File: src/rtl/led_seq_pkg.sv
// Shared definitions for the LED pattern sequencer: mode codes, command
// layout, FSM states and the per-mode LED decode.
package led_seq_pkg;

    localparam logic [2:0] MODE_OFF      = 3'd0;
    localparam logic [2:0] MODE_ROT_UP   = 3'd1;
    localparam logic [2:0] MODE_ROT_DOWN = 3'd2;
    localparam logic [2:0] MODE_BOUNCE   = 3'd3;
    localparam logic [2:0] MODE_BLINK    = 3'd4;
    localparam logic [2:0] MODE_ALL_ON   = 3'd5;

    localparam int CMD_MODE_LSB = 0;
    localparam int CMD_SPD_LSB  = 3;

    typedef enum logic [1:0] {
        ST_RESET = 2'd0,
        ST_STEP  = 2'd1,
        ST_LOAD  = 2'd2
    } led_state_t;

    typedef struct packed {
        logic [1:0] spd;
        logic [2:0] mode;
    } led_cmd_t;

    // Ring LEDs from (mode, position, blink phase); centre LED lights for any non-OFF mode.
    function automatic logic [4:0] led_pattern(input logic [2:0] m,
                                               input logic [1:0] pos,
                                               input logic       phase);
        logic [3:0] ring;
        case (m)
            MODE_ROT_UP, MODE_ROT_DOWN, MODE_BOUNCE: ring = 4'b0001 << pos;
            MODE_BLINK:  ring = {4{phase}};
            MODE_ALL_ON: ring = 4'b1111;
            default:     ring = 4'b0000;
        endcase
        return {m != MODE_OFF, ring};
    endfunction

endpackage

File: src/rtl/led_rr_arbiter.sv
// Two-way round-robin arbiter; the pointer names the requester that wins a tie
// and flips to the other requester after every grant.
module led_rr_arbiter (
    input  logic       clk,
    input  logic       rst,
    input  logic [1:0] valid,
    input  logic       en,
    output logic [1:0] grant
);

    logic rr_q;

    always_comb begin
        grant = 2'b00;
        if (en) begin
            case (valid)
                2'b01:   grant = 2'b01;
                2'b10:   grant = 2'b10;
                2'b11:   grant = rr_q ? 2'b10 : 2'b01;
                default: grant = 2'b00;
            endcase
        end
    end

    always_ff @(posedge clk or posedge rst) begin
        if (rst)
            rr_q <= 1'b0;
        else if (|grant)
            rr_q <= grant[0];
    end

endmodule

File: src/rtl/led_sequencer.sv
// Mode/speed-driven LED pattern engine with its own step-rate divider, fed by
// two command sources through a round-robin valid/ready arbiter.
module led_sequencer
    import led_seq_pkg::*;
#(
    parameter int TICK_DIV = 6_000_000,
    parameter int DIV_W    = 23
) (
    input  logic       clk,
    input  logic       rst,
    input  logic       req0_valid,
    input  logic [4:0] req0_cmd,
    output logic       req0_ready,
    input  logic       req1_valid,
    input  logic [4:0] req1_cmd,
    output logic       req1_ready,
    output logic [4:0] led,
    output logic [2:0] mode
);

    led_state_t       state_q, state_d;
    logic [2:0]       mode_q, mode_d;
    logic [1:0]       spd_q, spd_d;
    logic [1:0]       pos_q, pos_d;
    logic             dir_q, dir_d;      // 0 = counting up
    logic             phase_q, phase_d;
    logic [DIV_W-1:0] div_q, div_d;
    logic [4:0]       led_q, led_d;

    logic [1:0]       grant;
    logic             arb_en;
    logic             acc;
    logic             load_acc;
    logic [4:0]       cmd_sel;
    logic [2:0]       cmd_mode;
    logic [1:0]       cmd_spd;
    logic [DIV_W-1:0] div_last;
    logic             wrap;

    assign arb_en = (state_q == ST_STEP);

    led_rr_arbiter u_arb (
        .clk   (clk),
        .rst   (rst),
        .valid ({req1_valid, req0_valid}),
        .en    (arb_en),
        .grant (grant)
    );

    assign req0_ready = arb_en & grant[0];
    assign req1_ready = arb_en & grant[1];
    assign acc        = req0_ready | req1_ready;

    assign cmd_sel  = grant[1] ? req1_cmd : req0_cmd;
    assign cmd_mode = cmd_sel[CMD_MODE_LSB +: 3];
    assign cmd_spd  = cmd_sel[CMD_SPD_LSB +: 2];
    // Reserved codes complete the handshake but never disturb the running pattern.
    assign load_acc = acc & (cmd_mode <= MODE_ALL_ON);

    assign div_last = DIV_W'((32'(TICK_DIV) >> spd_q) - 32'd1);
    assign wrap     = (div_q == div_last);

    always_comb begin
        state_d = state_q;
        mode_d  = mode_q;
        spd_d   = spd_q;
        pos_d   = pos_q;
        dir_d   = dir_q;
        phase_d = phase_q;
        div_d   = div_q;
        led_d   = led_q;
        case (state_q)
            ST_RESET: state_d = ST_STEP;
            ST_STEP: begin
                if (load_acc) begin
                    // An accepted mode pre-empts a step firing in the same cycle.
                    mode_d  = cmd_mode;
                    spd_d   = cmd_spd;
                    div_d   = '0;
                    state_d = ST_LOAD;
                end else begin
                    div_d = wrap ? '0 : div_q + 1'b1;
                    if (wrap) begin
                        case (mode_q)
                            MODE_ROT_UP:   pos_d = pos_q + 2'd1;
                            MODE_ROT_DOWN: pos_d = pos_q - 2'd1;
                            MODE_BOUNCE: begin
                                pos_d = dir_q ? pos_q - 2'd1 : pos_q + 2'd1;
                                if (pos_d == 2'd3)
                                    dir_d = 1'b1;
                                else if (pos_d == 2'd0)
                                    dir_d = 1'b0;
                            end
                            MODE_BLINK:    phase_d = ~phase_q;
                            default:       pos_d = pos_q;
                        endcase
                        led_d = led_pattern(mode_q, pos_d, phase_d);
                    end
                end
            end
            ST_LOAD: begin
                pos_d   = 2'd0;
                dir_d   = 1'b0;
                phase_d = 1'b0;
                div_d   = '0;
                led_d   = led_pattern(mode_q, 2'd0, 1'b0);
                state_d = ST_STEP;
            end
            default: state_d = ST_STEP;
        endcase
    end

    always_ff @(posedge clk or posedge rst) begin
        if (rst) begin
            state_q <= ST_RESET;
            mode_q  <= MODE_OFF;
            spd_q   <= 2'd0;
            pos_q   <= 2'd0;
            dir_q   <= 1'b0;
            phase_q <= 1'b0;
            div_q   <= '0;
            led_q   <= 5'd0;
        end else begin
            state_q <= state_d;
            mode_q  <= mode_d;
            spd_q   <= spd_d;
            pos_q   <= pos_d;
            dir_q   <= dir_d;
            phase_q <= phase_d;
            div_q   <= div_d;
            led_q   <= led_d;
        end
    end

    assign led  = led_q;
    assign mode = mode_q;

endmodule

File: config.mk
export PLATFORM = sky130hd
export DESIGN_NAME = led_sequencer
export DESIGN_NICKNAME = d
export VERILOG_FILES = /design/src/rtl/led_seq_pkg.sv /design/src/rtl/led_rr_arbiter.sv /design/src/rtl/led_sequencer.sv
export SDC_FILE = /design/constraint.sdc
export NUM_CORES = 1
export LEC_CHECK = 0
export CAP_MARGIN = 20
export CORE_MARGIN = 2
export CORE_UTILIZATION = 45
export DETAILED_ROUTE_END_ITERATION = 10
export HOLD_SLACK_MARGIN = 0.03
export PLACE_DENSITY_LB_ADDON = 0.2
export SYNTH_ARGS = -nofsm -noshare
export SYNTH_HDL_FRONTEND = slang
export SYNTH_SLANG_ARGS = --single-unit
File: constraint.sdc
create_clock -name clk -period 4.7 [get_ports clk]
set_clock_uncertainty 0.15 [all_clocks]
set_input_delay 0.705 -clock clk [delete_from_list [all_inputs] [get_ports clk]]
set_output_delay 0.705 -clock clk [all_outputs]
set_load 0.005 [all_outputs]
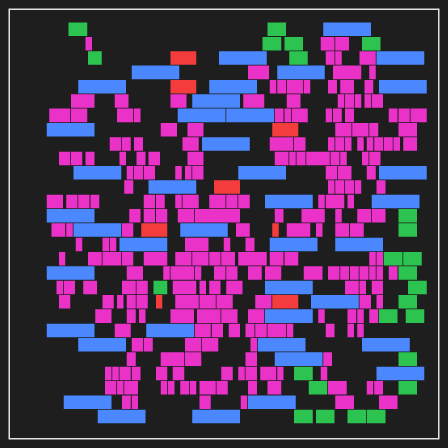
Run 1: placed cells, one colour a class
legend:
  magenta:
    class: remaining logic cells
    cells: 245
    share_of_their_area: 54%
  green:
    class: remaining buffers and delay cells
    cells: 25
    share_of_their_area: 8.4%
  blue:
    class: registers
    cells: 40
    share_of_their_area: 34%
  red:
    class: clock drivers and dummy loads
    cells: 8
    share_of_their_area: 3.1%

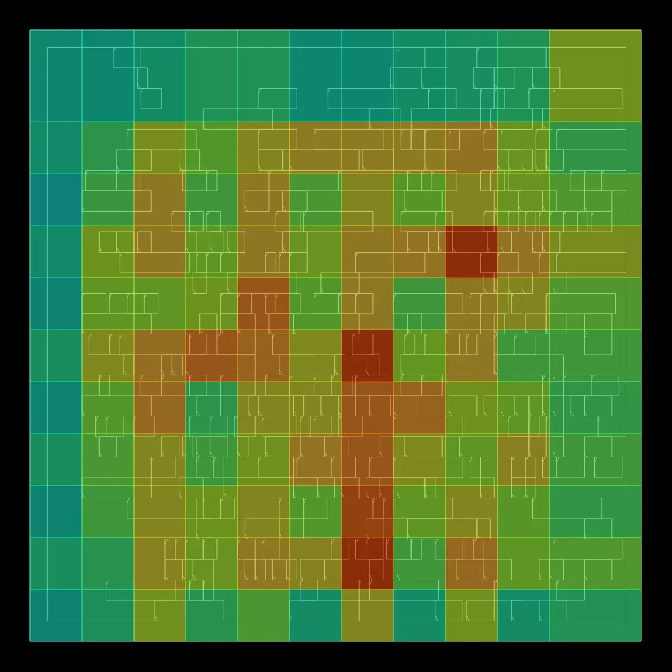
Run 1: track usage over the die
gr usage total: 19.3%
GR Util met1: 25.4%
Top Usage Layer GRT: met2
met3 Use GR: 4.00%

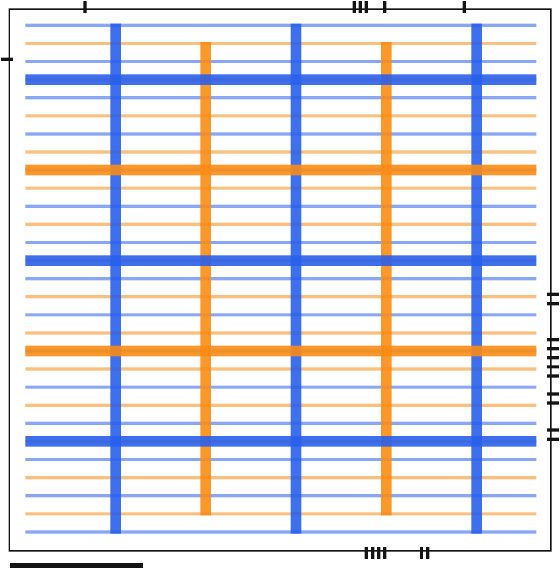
Run 1: power grid
Scale bar: 20 µm. Pins as bars on the die edge.
legend:
  orange:
    net: VDD
  blue:
    net: VSS
met1 rails: 29
met5 straps: 5
met4 straps: 5
signal pins: 24
rows: 28
core area: 5850 µm²
Chip Width: 81.2 µm
die height: 81.2 µm
Peak VDD IR: 227 µV

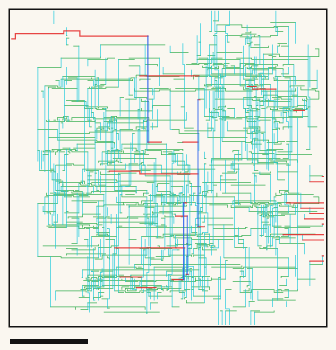
Run 1: wiring by layer
Scale bar: 20 µm.
legend:
  red:
    layer: M3
    wire_length: 179 µm
  blue:
    layer: M4
    wire_length: 94.5 µm
  cyan:
    layer: M2
    wire_length: 2700 µm
  green:
    layer: M1
    wire_length: 2840 µm

==> results.ini, run 1 <==
[layout]
lay_top_count = dfrtp_1
fillers = 563
drive_above_1_share_pct = 6.92
finish.utilization_pct = 51.6
nNetsFinal = 343

[final_timing]
fin_crit_sh_pct = 72.3

[power]
top_power_group = combinational cells
internal_power_w = 0.000940
p_seq_w = 0.000516

[logic_synthesis]
topCombFamilyByArea = AND-OR/OR-AND gates
ys_seq_share_pct = 37.3
ff_type = dfrtp_1
synth.most_common_cell = dfrtp_1
synth_nets = 327
ys_sh_xor_pct = 6.11
edf_count = 0
yosysCellCount = 301
top_area_cell = dfrtp_1
async_reset_ff_share_pct = 100

[drt]
dr_total_vias = 2245
highest_layer = met4
met1_length_um = 2840
wl_met2_um = 2700

[critical_path]
path_class = reg2reg
path_depth = 7
worstPathArrival_ps = 3420
setup.worst_path.end = led[0]
cp_data_required_time_ps = 4730
worst-path-buf-inv = 1

[clocking]
clk_latency_ps = 300
cts_max_path_buffers = 2

[place]
port_buffers = 23
place_congestion = 0.762

[die]
row_count = 28

[run_status]
status = completed

[worst_hold_path]
hold_end = led[4]
holdPathStages = 1

run 1: state kept, by name (all words and copies together), names as in the netlist:
name	flops
dir_q	1
mode	3
pos_q	2
phase_q	1
state_q	2
spd_q	2
u_arb.rr_q	1
led	5
div_q	23
run 1: layout make-up:
class | count | area [µm²] | area share [%]
Clock buffer | 8 | 90.1 | 2.99
Inverter | 15 | 56.3 | 1.87
Multi-Input combinational cell | 230 | 1530 | 50.7
Sequential cell | 40 | 1000 | 33.2
Tap cell | 75 | 93.8 | 3.11
Timing Repair Buffer | 25 | 245 | 8.13
run 1: metrics by stage:
stage,instances,power (W),setup slack (ps)
after floorplan,301,0.00122,1960
after global placement,385,0.00143,1200
after detailed placement,385,0.00145,1110
after CTS,393,0.00170,1310
after global routing,393,0.00184,1100
final,393,0.00167,1300
## Run 2: what changed since run 1
clock period = 2.97 ns   (was 4.7 ns; I/O delays follow)
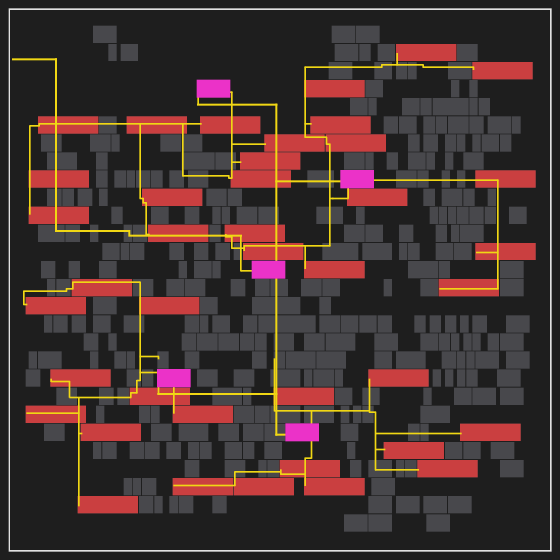
Run 2: clock distribution
legend:
  yellow:
    item: clock wires
    length: 584 µm
  magenta:
    item: clock-net drivers
    count: 5
  red:
    item: flip-flops
    count: 40
flops lie: widely spread
routed clock nets: 6
Power Clock: 0.000384 W
Worst-Skew Late Latency: 300 ps
clock power share: 13.7%

==> run 2 against run 1 <==
Net effect: area after synthesis unchanged; core utilization increased by 1.9 points; non-clock buffer count increased by 12; first-iteration DRC count increased by 8.4%; clock power increased by about 60%; sequential cell count unchanged; power increased by 68%; clock-buffer cell count decreased by 2; maximum frequency increased by 22%; routed wire length increased by 5.2%.
==> results.ini, run 2 <==
[final_timing]
worst_slack_ps = 192  ; -1110 ps

[critical_path]
worstPathArrival_ps = 2840  ; -580 ps
worst-path-buf-inv = 2  ; +1
cp_data_required_time_ps = 3040  ; -1690 ps
path_class = reg2reg

[clocking]
cts_max_path_buffers = 2  ; unchanged

[place]
pre_cts_ws_ps = 133  ; -973 ps
port_buffers = 23  ; unchanged
dp.cells = 397  ; +3.1%

[layout]
lay_top_count = dfrtp_1
finish.utilization_pct = 53.4  ; +1.9 points

[logic_synthesis]
ys_sh_xor_pct = 6.11  ; unchanged
synth.most_common_cell = dfrtp_1
ys_seq_share_pct = 37.3  ; unchanged
top_area_cell = dfrtp_1

[drt]
wl_met2_um = 2780  ; +2.9%
dr_total_vias = 2272  ; +1.2%

[run_status]
status = completed

[die]
die_width_um = 81.2  ; unchanged

[grt]
track_usage_pct = 20.4  ; +1.1 points
globalRouteMet1Util_pct = 28.7  ; +3.3 points
met3_usage_pct = 3.78  ; -0.22 points
top_usage_layer = met2

[power]
internal_power_w = 0.00158  ; +68%

-- run 2: cell counts after synthesis --
Identical to the previous run, type by type.
-- run 2: worst paths after layout --
check                      startpoint          to  slack, ps  depth (start not counted)
setup / recovery             spd_q[1]     phase_q        190                          8
hold / removal             state_q[1]  state_q[1]        370                          1
setup reg to reg             spd_q[1]     phase_q        190                          8
hold reg to reg            state_q[1]  state_q[1]        370                          1
max in group asynchronous         rst    spd_q[1]       1870                          3
min in group asynchronous         rst      led[1]        430                          3
-- run 2: layout make-up --
class | count | area (µm²)
Clock inverter | 2 | 10.0
Inverter | 15 | 56.3
Clock buffer | 6 | 82.6
Multi-Input combinational cell | 230 | 1540
Timing Repair Buffer | 37 | 348
Fill cell | 551 | 2720
Sequential cell | 40 | 1000
Tap cell | 75 | 93.8
Power figures rest on the tool's default switching activity, not on a simulated workload.
